<file path="config.mk">
export PLATFORM = sky130hd
export DESIGN_NAME = regfile_scan_controller
export DESIGN_NICKNAME = d
export VERILOG_FILES = /design/src/rtl/regscan_pkg.sv /design/src/rtl/regscan_gap_timer.sv /design/src/rtl/regfile_scan_controller.sv
export SDC_FILE = /design/constraint.sdc
export NUM_CORES = 1
export LEC_CHECK = 0
export ABC_AREA = 0
export CORE_ASPECT_RATIO = 0.7
export CORE_MARGIN = 10
export CORE_UTILIZATION = 35
export CTS_CLUSTER_SIZE = 16
export DETAILED_ROUTE_END_ITERATION = 7
export DONT_BUFFER_PORTS = 1
export PLACE_DENSITY = 0.54
export RECOVER_POWER = 50
export REMOVE_ABC_BUFFERS = 1
export SLEW_MARGIN = 40
export SYNTH_ARGS = -nofsm -noshare
export SYNTH_HDL_FRONTEND = slang
export SYNTH_SLANG_ARGS = --single-unit
</file>
<file path="constraint.sdc">
create_clock -name clk -period 6 [get_ports clk]
set_clock_uncertainty 0.1 [all_clocks]
set_input_delay 1.8 -clock clk [delete_from_list [all_inputs] [get_ports clk]]
set_output_delay 1.8 -clock clk [all_outputs]
set_load 0.05 [all_outputs]
</file>
<file path="src/rtl/regscan_pkg.sv">
// Shared types and default widths for the register-file scan controller.
package regscan_pkg;

  localparam int DEFAULT_DATA_W = 32;
  localparam int DEFAULT_IDX_W  = 5;
  localparam int DEFAULT_GAP_W  = 8;

  typedef enum logic [2:0] {
    S_IDLE = 3'd0,
    S_READ = 3'd1,
    S_SEND = 3'd2,
    S_SUM  = 3'd3,
    S_DONE = 3'd4,
    S_GAP  = 3'd5
  } regscan_state_e;

endpackage

</file>
<file path="src/rtl/regscan_gap_timer.sv">
// Loadable down-counter with a zero flag; paces the idle gap between auto scans.
module regscan_gap_timer
  import regscan_pkg::*;
#(
  parameter int GAP_W = DEFAULT_GAP_W
) (
  input  logic             clk,
  input  logic             rst,
  input  logic             load,
  input  logic             dec,
  input  logic [GAP_W-1:0] load_val,
  output logic             zero
);

  logic [GAP_W-1:0] count_r;

  // Count register: load has priority, decrement saturates at zero.
  always_ff @(posedge clk) begin
    if (rst) begin
      count_r <= {GAP_W{1'b0}};
    end else if (load) begin
      count_r <= load_val;
    end else if (dec && (count_r != {GAP_W{1'b0}})) begin
      count_r <= count_r - {{(GAP_W-1){1'b0}}, 1'b1};
    end else begin
      count_r <= count_r;
    end
  end

  assign zero = (count_r == {GAP_W{1'b0}});

endmodule

</file>
<file path="src/rtl/regfile_scan_controller.sv">
// Streams a (possibly wrapping) register range from the register file's aux read port.
// Optional trailing XOR checksum word: define REGSCAN_CHECKSUM_EN.
module regfile_scan_controller
  import regscan_pkg::*;
#(
  parameter int DATA_W = DEFAULT_DATA_W,
  parameter int IDX_W  = DEFAULT_IDX_W,
  parameter int GAP_W  = DEFAULT_GAP_W
) (
  input  logic              clk,
  input  logic              rst,
  input  logic              start,
  input  logic [IDX_W-1:0]  first_reg,
  input  logic [IDX_W-1:0]  last_reg,
  input  logic              auto_mode,
  input  logic [GAP_W-1:0]  gap_cycles,
  output logic [IDX_W-1:0]  rf_sel,
  input  logic [DATA_W-1:0] rf_data,
  output logic              out_valid,
  input  logic              out_ready,
  output logic [IDX_W-1:0]  out_index,
  output logic [DATA_W-1:0] out_data,
  output logic              out_last,
  output logic              out_sum,
  output logic              busy,
  output logic              done
);

  regscan_state_e    state_r, state_nx_s;
  logic [IDX_W-1:0]  idx_r, last_q_r, out_index_r;
  logic [DATA_W-1:0] out_data_r;
  logic              out_valid_r, out_last_r, busy_r, done_r;
  logic              hs_s, accept_s, capture_s, advance_s, enter_done_s;
  logic              gap_load_s, gap_dec_s, gap_zero_s;
`ifdef REGSCAN_CHECKSUM_EN
  logic [DATA_W-1:0] csum_r;
  logic              out_sum_r, enter_sum_s;
`endif

  assign hs_s = out_valid_r && out_ready;

  regscan_gap_timer #(.GAP_W(GAP_W)) u_gap_timer (
    .clk      (clk),
    .rst      (rst),
    .load     (gap_load_s),
    .dec      (gap_dec_s),
    .load_val (gap_cycles - {{(GAP_W-1){1'b0}}, 1'b1}),
    .zero     (gap_zero_s)
  );

  // Next-state and per-cycle control strobes.
  always_comb begin
    state_nx_s   = state_r;
    accept_s     = 1'b0;
    capture_s    = 1'b0;
    advance_s    = 1'b0;
    enter_done_s = 1'b0;
    gap_load_s   = 1'b0;
    gap_dec_s    = 1'b0;
`ifdef REGSCAN_CHECKSUM_EN
    enter_sum_s  = 1'b0;
`endif
    case (state_r)
      S_IDLE: begin
        if (start) begin
          accept_s   = 1'b1;
          state_nx_s = S_READ;
        end else begin
          state_nx_s = S_IDLE;
        end
      end
      S_READ: begin
        capture_s  = 1'b1;
        state_nx_s = S_SEND;
      end
      S_SEND: begin
        if (hs_s && (idx_r != last_q_r)) begin
          advance_s  = 1'b1;
          state_nx_s = S_READ;
        end else if (hs_s) begin
`ifdef REGSCAN_CHECKSUM_EN
          enter_sum_s  = 1'b1;
          state_nx_s   = S_SUM;
`else
          enter_done_s = 1'b1;
          state_nx_s   = S_DONE;
`endif
        end else begin
          state_nx_s = S_SEND;
        end
      end
`ifdef REGSCAN_CHECKSUM_EN
      S_SUM: begin
        if (hs_s) begin
          enter_done_s = 1'b1;
          state_nx_s   = S_DONE;
        end else begin
          state_nx_s = S_SUM;
        end
      end
`endif
      S_DONE: begin
        if (auto_mode && (gap_cycles == {GAP_W{1'b0}})) begin
          accept_s   = 1'b1;
          state_nx_s = S_READ;
        end else if (auto_mode) begin
          gap_load_s = 1'b1;
          state_nx_s = S_GAP;
        end else begin
          state_nx_s = S_IDLE;
        end
      end
      S_GAP: begin
        if (!auto_mode) begin
          state_nx_s = S_IDLE;
        end else if (gap_zero_s) begin
          accept_s   = 1'b1;
          state_nx_s = S_READ;
        end else begin
          gap_dec_s  = 1'b1;
          state_nx_s = S_GAP;
        end
      end
      default: state_nx_s = S_IDLE;
    endcase
  end

  // State, scan index and registered stream outputs.
  always_ff @(posedge clk) begin
    if (rst) begin
      state_r     <= S_IDLE;
      idx_r       <= {IDX_W{1'b0}};
      last_q_r    <= {IDX_W{1'b0}};
      out_index_r <= {IDX_W{1'b0}};
      out_data_r  <= {DATA_W{1'b0}};
      out_valid_r <= 1'b0;
      out_last_r  <= 1'b0;
      busy_r      <= 1'b0;
      done_r      <= 1'b0;
    end else begin
      state_r <= state_nx_s;
      done_r  <= enter_done_s;
      if (accept_s) begin
        idx_r    <= first_reg;
        last_q_r <= last_reg;
        busy_r   <= 1'b1;
      end else if (advance_s) begin
        idx_r <= idx_r + {{(IDX_W-1){1'b0}}, 1'b1};
      end else if (enter_done_s) begin
        busy_r <= 1'b0;
      end
      if (capture_s) begin
        out_data_r  <= rf_data;
        out_index_r <= idx_r;
        out_valid_r <= 1'b1;
`ifdef REGSCAN_CHECKSUM_EN
        out_last_r  <= 1'b0;
`else
        out_last_r  <= (idx_r == last_q_r);
`endif
`ifdef REGSCAN_CHECKSUM_EN
      end else if (enter_sum_s) begin
        // Final register word is folded in on the same edge it handshakes.
        out_data_r  <= csum_r ^ out_data_r;
        out_index_r <= last_q_r;
        out_last_r  <= 1'b1;
        out_valid_r <= 1'b1;
`endif
      end else if (hs_s) begin
        out_valid_r <= 1'b0;
      end
    end
  end

`ifdef REGSCAN_CHECKSUM_EN
  // Running XOR of handshaken register words and the checksum-word marker.
  always_ff @(posedge clk) begin
    if (rst) begin
      csum_r    <= {DATA_W{1'b0}};
      out_sum_r <= 1'b0;
    end else begin
      if (accept_s) begin
        csum_r <= {DATA_W{1'b0}};
      end else if (hs_s && (state_r == S_SEND)) begin
        csum_r <= csum_r ^ out_data_r;
      end
      if (enter_sum_s) begin
        out_sum_r <= 1'b1;
      end else if (capture_s || hs_s) begin
        out_sum_r <= 1'b0;
      end
    end
  end
  assign out_sum = out_sum_r;
`else
  assign out_sum = 1'b0;
`endif

  assign rf_sel    = idx_r;
  assign out_valid = out_valid_r;
  assign out_index = out_index_r;
  assign out_data  = out_data_r;
  assign out_last  = out_last_r;
  assign busy      = busy_r;
  assign done      = done_r;

endmodule
</file>
==> flow_metrics.tcl <==
# metrics dict for downstream scripts
set metrics [dict create \
    drt_first_pass_iters 5 \
    port_buffers 0 \
    seq_cell_power_uw 507 \
    clock_power_uw 377 \
    dp_hpwl_mm 5.35 \
    r2r_end "u_gap_timer.count_r[6]$_SDFFE_PP0P_" \
    power.switching_uw 294 \
    grt_max_degree 63 \
    rsz0062_at_grt "no" \
    cts.path.max_buffers 2 \
    swShare_pct 31.0 \
    met3_length_um 904 \
    antenna_found_initial 0 \
    async_reset_ff_share_pct 0 \
    cp-startpoint "gap_cycles[6]" \
    numCtsBuffers 9 \
    synth_top_cell_by_count "nand2_1" \
    rows 26 \
    slew_violations 40 \
    syn_inst 327 \
    drive_above_1_share_pct 7.38 \
    fin_ws_ps 2120 \
    dominant_power_group "registers" \
    cts_tree "built" \
    grt-ovfl-total 0 \
    cts_setup_buffers 0 \
    comb_power_share_pct 6.7 \
    grt_pass1_wl_mm 11.8 \
    p_clk_share_pct 39.7 \
    fin_crit_sh_pct 64.6 \
    critPathKind "in -> reg" \
    ys.flops 62 \
    cp.arrival_ps 4030 \
    antennaDiodeCount 0 \
    fp_util_pct 36.4 \
    fmax_mhz 258 \
    cts-root-buf "clkbuf_8" \
    ff_type "dfxtp_1" \
    hold_class "reg -> reg" \
    fin_cells 423 \
    crit_path_end_kind "register" \
    synth_top_area_share_pct 46.4 \
    leakagePower_nw 1.00 \
    critPathRequiredTime_ps 6150 \
    wl_mm 7.26 \
    whs_ps 373 \
    edf_count 0 \
    status "finished, violations left" \
    gp_congestion 0.838 \
    place_ws_ps 1770 \
    clock-sinks 62 \
    vias 2247 \
    crit_path_start_kind "input pin" \
    ys_cells 327 \
    period_minus_slack_ps 3880 \
    wl_met2_mm 3.36 \
    pg_comb_uw 63.7 \
    nNetsFinal 377 \
    dieArea_mm2 0.0116 \
    dpl-instance-area_mm2 0.00273 \
    max-cap-violations 1 \
    io_pins 102 \
    setup_violations 0 \
    tns_ps 0 \
    path_max_fanout 5 \
    seqPwrFrac_pct 53.5 \
    layout.cells.most_common "nand2_1" \
    holdBufCountCts 0 \
    crit_end "u_gap_timer.count_r[6]$_SDFFE_PP0P_" \
    routedLengthMet1_mm 2.93 \
    p_per_area_mw_per_mm2 324 \
    intPower_uw 654 \
    top_cells_by_area "dfxtp_1 (46%), nand2_1 (12%), a21oi_1 (9.0%)" \
    worstRegToRegCells 8 \
    relSlewSlack_pct -42.5 \
    synth_cell_types 49 \
    final-hold-violation-count 0 \
    tool_warnings 25 \
    reg2reg_from "state_r[2]$_SDFF_PP0_" \
    worst_slew_pin_slew_ps 2140 \
    synth_area_mm2 0.00268 \
    dp_cells 407 \
    ys_area_mm2 0.00268 \
    drt_iter0_markers 131 \
    ys_seq_share_pct 46.4 \
    violations "capacitance limit, slew limit" \
    avgViaCountPerCell 5.31 \
    fin_area_mm2 0.00292 \
    vdd_drop_max_uv 142 \
    final_cell_mix "nand2_1 (86), dfxtp_1 (62), a21oi_1 (48), nor2_1 (15), clkbuf_8 (9)" \
    synth_warnings 0 \
    grt_pass1_vias 2215 \
]
## flip-flops by register name, summed over array words and instances, names as in the netlist
register	count
out_last	1
out_data	32
state_r	3
busy	1
rf_sel	5
u_gap_timer.count_r	8
done	1
out_index	5
last_q_r	5
out_valid	1
## worst min path at each step
stage                     slack, ps                             endpoint  cells past startpoint                           startpoint
final                           370  u_gap_timer.count_r[7]$_SDFFE_PP0P_                      2  u_gap_timer.count_r[7]$_SDFFE_PP0P_
after global routing            400  u_gap_timer.count_r[7]$_SDFFE_PP0P_                      2  u_gap_timer.count_r[7]$_SDFFE_PP0P_
after CTS                       370  u_gap_timer.count_r[7]$_SDFFE_PP0P_                      2  u_gap_timer.count_r[7]$_SDFFE_PP0P_
after detailed placement        360  u_gap_timer.count_r[7]$_SDFFE_PP0P_                      2  u_gap_timer.count_r[7]$_SDFFE_PP0P_
after global placement          360  u_gap_timer.count_r[7]$_SDFFE_PP0P_                      2  u_gap_timer.count_r[7]$_SDFFE_PP0P_
after floorplan                 340  u_gap_timer.count_r[7]$_SDFFE_PP0P_                      2  u_gap_timer.count_r[7]$_SDFFE_PP0P_
## final cells by class
class	count	area, µm²
tap	98	123
clock inverter	7	80.1
fill	773	4430
inverter	4	15.0
clock buffer	9	124
timing repair buffer	1	7.51
multi-input combinational	242	1330
sequential	62	1240
## logic make-up after synthesis
kind of cell | after synthesis | share of synthesized area [%]
buffers and inverters | 23 | 3.65
adders and majority gates | 2 | 0.935
muxes | 7 | 2.62
and+or+nand+nor | 139 | 23.8
other | 1 | 0.140
DFF | 62 | 46.4
AOI/OAI and AO/OA | 85 | 19.9
xor gates and xnor gates | 8 | 2.62
## critical path, stage by stage
cell and delay (ps):
or4_4 550, o31a_2 360, mux2i_1 200, ha_1 220
inv_1 80, a221oi_1 400, a222oi_1 160, a311oi_1 260
**M3 wires**

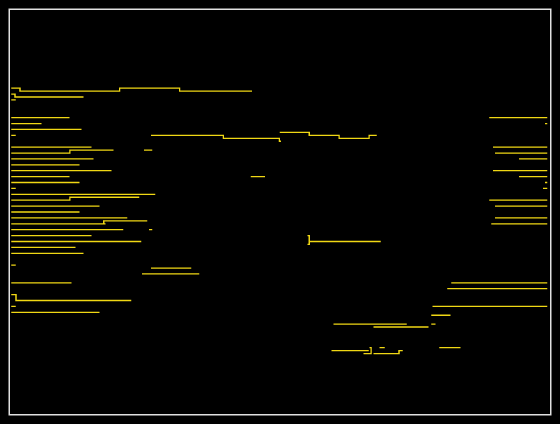
wire length on this layer: 905 µm
nets with wire on the layer: 57

**Logic cells by family**

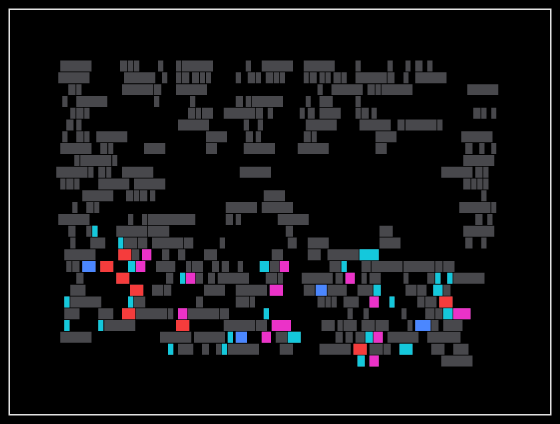
legend:
  magenta:
    family: AND and OR gates
    cells: 13
    where: south
  cyan:
    family: NOR gates
    cells: 25
  blue:
    family: AND-OR and OR-AND gates
    cells: 4
  red:
    family: XOR/XNOR gates
    cells: 8

**Congestion heat map**

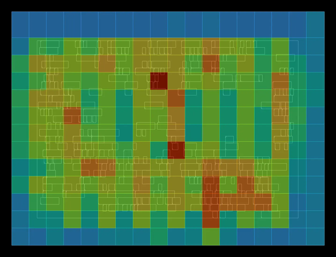
final design utilization: 39.8%
total global-route track usage: 12.2%
GRT busiest layer: met2
grt met1 use: 13.7%
GR Util met3: 7.95%

